$ cat src/rtl/swt16_pkg.sv
// Shared swt16 definitions: data memory geometry defaults and arbiter encodings.
// Imported by the data memory arbiter.
package swt16_pkg;

   localparam int DMEM_ADDR_WIDTH_DEF = 12;
   localparam int DMEM_WORD_WIDTH_DEF = 16;

   typedef enum logic {
      ARB_IDLE  = 1'b0,
      ARB_SPLIT = 1'b1
   } arb_state_e;

   // Which requester owns the read data coming back from the SRAM next cycle.
   typedef enum logic [1:0] {
      OWN_NONE = 2'd0,
      OWN_CORE = 2'd1,
      OWN_DBG  = 2'd2
   } rd_owner_e;

endpackage

$ cat src/rtl/dmem_arbiter.sv
// Single-port data memory arbiter between the exec-stage core and a debug port.
// Core normally wins; a starved debug request eventually preempts it.
module dmem_arbiter
   import swt16_pkg::*;
#(
   parameter int DMEM_ADDR_WIDTH = DMEM_ADDR_WIDTH_DEF,
   parameter int DMEM_WORD_WIDTH = DMEM_WORD_WIDTH_DEF,
   parameter int STARVE_LIMIT    = 4
) (
   input  logic                       clock,
   input  logic                       reset,
   input  logic                       in_core_load,
   input  logic                       in_core_store,
   input  logic [DMEM_ADDR_WIDTH-1:0] in_core_rd_addr,
   input  logic [DMEM_ADDR_WIDTH-1:0] in_core_wr_addr,
   input  logic [DMEM_WORD_WIDTH-1:0] in_core_wr_word,
   input  logic                       in_dbg_req,
   input  logic                       in_dbg_we,
   input  logic [DMEM_ADDR_WIDTH-1:0] in_dbg_addr,
   input  logic [DMEM_WORD_WIDTH-1:0] in_dbg_wr_word,
   input  logic [DMEM_WORD_WIDTH-1:0] in_mem_rd_word,
   output logic [DMEM_ADDR_WIDTH-1:0] out_mem_addr,
   output logic                       out_mem_wr_en,
   output logic [DMEM_WORD_WIDTH-1:0] out_mem_wr_word,
   output logic [DMEM_WORD_WIDTH-1:0] out_core_rd_word,
   output logic                       out_core_stall,
   output logic                       out_dbg_ack,
   output logic [DMEM_WORD_WIDTH-1:0] out_dbg_rd_word,
   output logic                       out_dbg_rd_valid
);

   localparam int CNT_W = (STARVE_LIMIT < 1) ? 1 : $clog2(STARVE_LIMIT + 1);
   localparam logic [CNT_W-1:0] LIMIT = CNT_W'(STARVE_LIMIT);

   arb_state_e       state_q, state_d;
   logic [CNT_W-1:0] starve_q, starve_d;
   rd_owner_e        rd_owner_q, rd_owner_d;
   logic             core_req;
   logic             dbg_grant;

   always_ff @(posedge clock or posedge reset) begin
      if (reset) begin
         state_q    <= ARB_IDLE;
         starve_q   <= '0;
         rd_owner_q <= OWN_NONE;
      end else begin
         state_q    <= state_d;
         starve_q   <= starve_d;
         rd_owner_q <= rd_owner_d;
      end
   end

   always_comb begin
      state_d         = state_q;
      starve_d        = '0;
      rd_owner_d      = OWN_NONE;
      core_req        = in_core_load | in_core_store;
      dbg_grant       = 1'b0;
      out_mem_addr    = '0;
      out_mem_wr_en   = 1'b0;
      out_mem_wr_word = '0;
      out_core_stall  = 1'b0;
      out_dbg_ack     = 1'b0;

      // Outputs are forced to zero for the whole time reset is held.
      if (!reset) begin
         case (state_q)
            ARB_SPLIT: begin
               // Second half of a load+store pair: the load goes out regardless of debug.
               out_mem_addr = in_core_rd_addr;
               rd_owner_d   = OWN_CORE;
               state_d      = ARB_IDLE;
            end
            default: begin
               if (core_req && (starve_q < LIMIT)) begin
                  if (in_core_load && in_core_store) begin
                     out_mem_addr    = in_core_wr_addr;
                     out_mem_wr_en   = 1'b1;
                     out_mem_wr_word = in_core_wr_word;
                     out_core_stall  = 1'b1;
                     state_d         = ARB_SPLIT;
                  end else if (in_core_store) begin
                     out_mem_addr    = in_core_wr_addr;
                     out_mem_wr_en   = 1'b1;
                     out_mem_wr_word = in_core_wr_word;
                  end else begin
                     out_mem_addr = in_core_rd_addr;
                     rd_owner_d   = OWN_CORE;
                  end
               end else if (in_dbg_req) begin
                  dbg_grant      = 1'b1;
                  out_dbg_ack    = 1'b1;
                  out_core_stall = core_req;
                  out_mem_addr   = in_dbg_addr;
                  if (in_dbg_we) begin
                     out_mem_wr_en   = 1'b1;
                     out_mem_wr_word = in_dbg_wr_word;
                  end else begin
                     rd_owner_d = OWN_DBG;
                  end
               end
            end
         endcase

         if (in_dbg_req && !dbg_grant) begin
            starve_d = (starve_q == LIMIT) ? LIMIT : starve_q + 1'b1;
         end
      end

      out_core_rd_word = (rd_owner_q == OWN_CORE) ? in_mem_rd_word : '0;
      out_dbg_rd_valid = (rd_owner_q == OWN_DBG);
      out_dbg_rd_word  = (rd_owner_q == OWN_DBG) ? in_mem_rd_word : '0;
   end

endmodule

$ cat config.mk
export PLATFORM = sky130hd
export DESIGN_NAME = dmem_arbiter
export DESIGN_NICKNAME = d
export VERILOG_FILES = /design/src/rtl/swt16_pkg.sv /design/src/rtl/dmem_arbiter.sv
export SDC_FILE = /design/constraint.sdc
export NUM_CORES = 1
export LEC_CHECK = 0
export CORE_ASPECT_RATIO = 2
export CORE_MARGIN = 2
export CORE_UTILIZATION = 24
export CTS_CLUSTER_SIZE = 30
export DETAILED_ROUTE_END_ITERATION = 8
export GPL_ROUTABILITY_DRIVEN = 0
export PLACE_DENSITY = 0.86
export SYNTH_ARGS = -nofsm -noshare
export SYNTH_HDL_FRONTEND = slang
export SYNTH_SLANG_ARGS = --single-unit
$ cat constraint.sdc
create_clock -name clock -period 2.3 [get_ports clock]
set_input_delay 0.575 -clock clock [delete_from_list [all_inputs] [get_ports clock]]
set_output_delay 0.575 -clock clock [all_outputs]
set_load 0.02 [all_outputs]
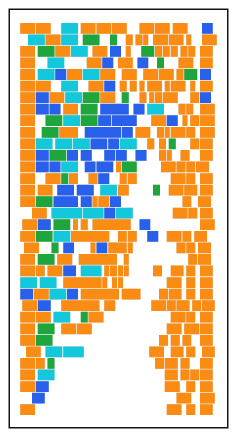
(sizing map)
- blue: _3 and _4 cells (cells 48)
- orange: _0 and _1 cells (cells 216)
- green: _2 cells (cells 26)
- cyan: _6 and larger (cells 29)
setup ws final: -0.0291 ns
Non-CTS buffers: 183
synthesis-to-finish area growth: 172%
post-layout instance area: 2900 sq um

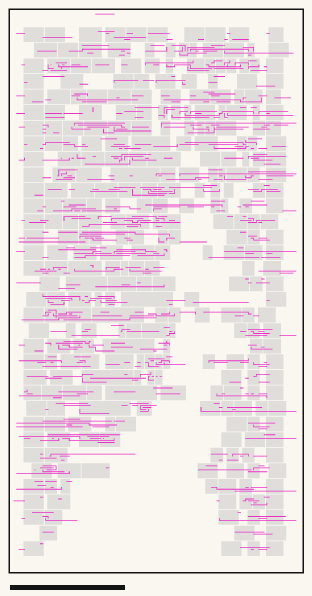
(metal 1)
Bar = 20 microns.
- nets with wire on the layer: 323
- longest straight run: 23.5 microns
- share of all routed wire: 30%
- main direction: horizontal
routed vias: 1829
wire length after detailed routing: 5850 microns
global-route track usage on met1: 19.4%

==> flow_results.org <==
* Implementation run

** STA
- The end-of-flow timing check tallies setup violations at 6.
- Final Hold Violation Tally :: 0
- Clk_skew :: 0.00147 ns
- After layout, the worst setup slack is -0.0291 ns.
- The tightest hold path in the finished design has a slack of 0.479 ns.
- After layout, the worst path uses 101% of the clock period.

** Synthesis
- Ao+oa area frac :: ~29%
- Number of nets in the synthesized netlist :: between 200 and 250
- Share of cell area taken by muxes after synthesis :: 0%
- Top cell type's share of synthesized area :: approximately 27%
- Post-Synth XOR/XNOR Area :: 0%
- Per the synthesis report, the number of distinct cell types is 25.

** Final layout
- Combinational cell area excluding buffers and inverters :: 906 sq um
- FF+latch count :: 6
- Layout cell share with drive strength beyond 1 :: between 30 and 40%
- Total of clock buffers placed in the layout :: 3
- The layout contains a multi-input combinational cell count of 123.
- Per the area breakdown, the dominant cell category is non-clock buffers.
- Most numerous logic cells after layout :: sky130_fd_sc_hd__clkdlybuf4s50_1, sky130_fd_sc_hd__and2_1, sky130_fd_sc_hd__dlygate4sd2_1
- Leaving out fill and tap cells, the most frequent cell in the layout is sky130_fd_sc_hd__clkdlybuf4s50_1.

** Clocking
- Insertion Delay late pin :: 0.23 ns
- No sink is reached through more buffers than the 2 on the longest clock path.
- The number of gates resized after CTS was 195.
- Clk root buf :: sky130_fd_sc_hd__clkbuf_8
- Post-CTS timing repair inserted 5 buffers for setup.
- Post-CTS Hold Buffers :: 0
- TritonCTS built the clock tree.

** Job
- Tool warning count :: 29
- Tally of max-capacitance violations :: 0

** Routing
- According to the report, the first pass of detailed routing completed in 4 iterations.
- The script logs the mean routed wire length per placed instance as 15.7 microns.
- Signal nets in the final route climb as high as met4.
- The routed design uses between 600 and 700 microns of met3 wire.
- Routed Antenna Nets :: 0

** Worst setup path
- Capturing element of the worst setup path :: out_mem_addr[1]
- Crit path depth :: 7
- The worst setup path is captured at an output port.
- Among the stages of the critical path, the cell type that occurs most often is sky130_fd_sc_hd__buf_6.
- Largest driver fanout on the critical path :: 5
- Data on the critical path is required at its endpoint by 1.73 ns.
- In this run the critical register-to-register path is launched from starve_q[2].
- CP max stage cell :: sky130_fd_sc_hd__nor4b_4

** Outcome
- The flow ran to the end, but the final reports show violations.
- Violations in the final reports :: negative setup slack

** Die
- Initial core utilization :: 24.8%
- Number of I/O pins :: 154

** Placed design
- Worst setup timing slack at the placement stage :: -0.869 ns

** GRT
- Routing usage on met2 :: 42.3%
- Total global routing overflow :: 0
- The via count of the first global-routing pass was roughly 1.8k.
==> cells in the mapped netlist, drive strengths merged <==
master and count:
nor2 4, and2 46, inv 4, buf 7, dfrtp 6, o21bai 1, nor3 1, a32o 6
a221o 12, nand2 15, o21ba 1, ha 2, o21ai 3, and3 1, nor4b 1, a21oi 11
clkbuf 4, o211ai 2, nor3b 1, nand3 10, or3b 1, nor2b 4
==> state kept, by name, indices dropped and copies added (netlist names) <==
register	cells
starve_q	3
rd_owner_q	2
state_q	1
==> report_power, final <==
part | total (uW) | switching (uW) | internal, uW
clock | 160 | 47.2 | 113
sequential | 117 | 5.70 | 111
combinational | 513 | 211 | 302
==> per-stage QoR <==
step	power, uW	std cells
after floorplan	294	143
after global placement	591	359
after detailed placement	598	359
after CTS	750	370
after global routing	828	373
final	789	373
No activity file was given, so power comes from the tool's default toggle rates.
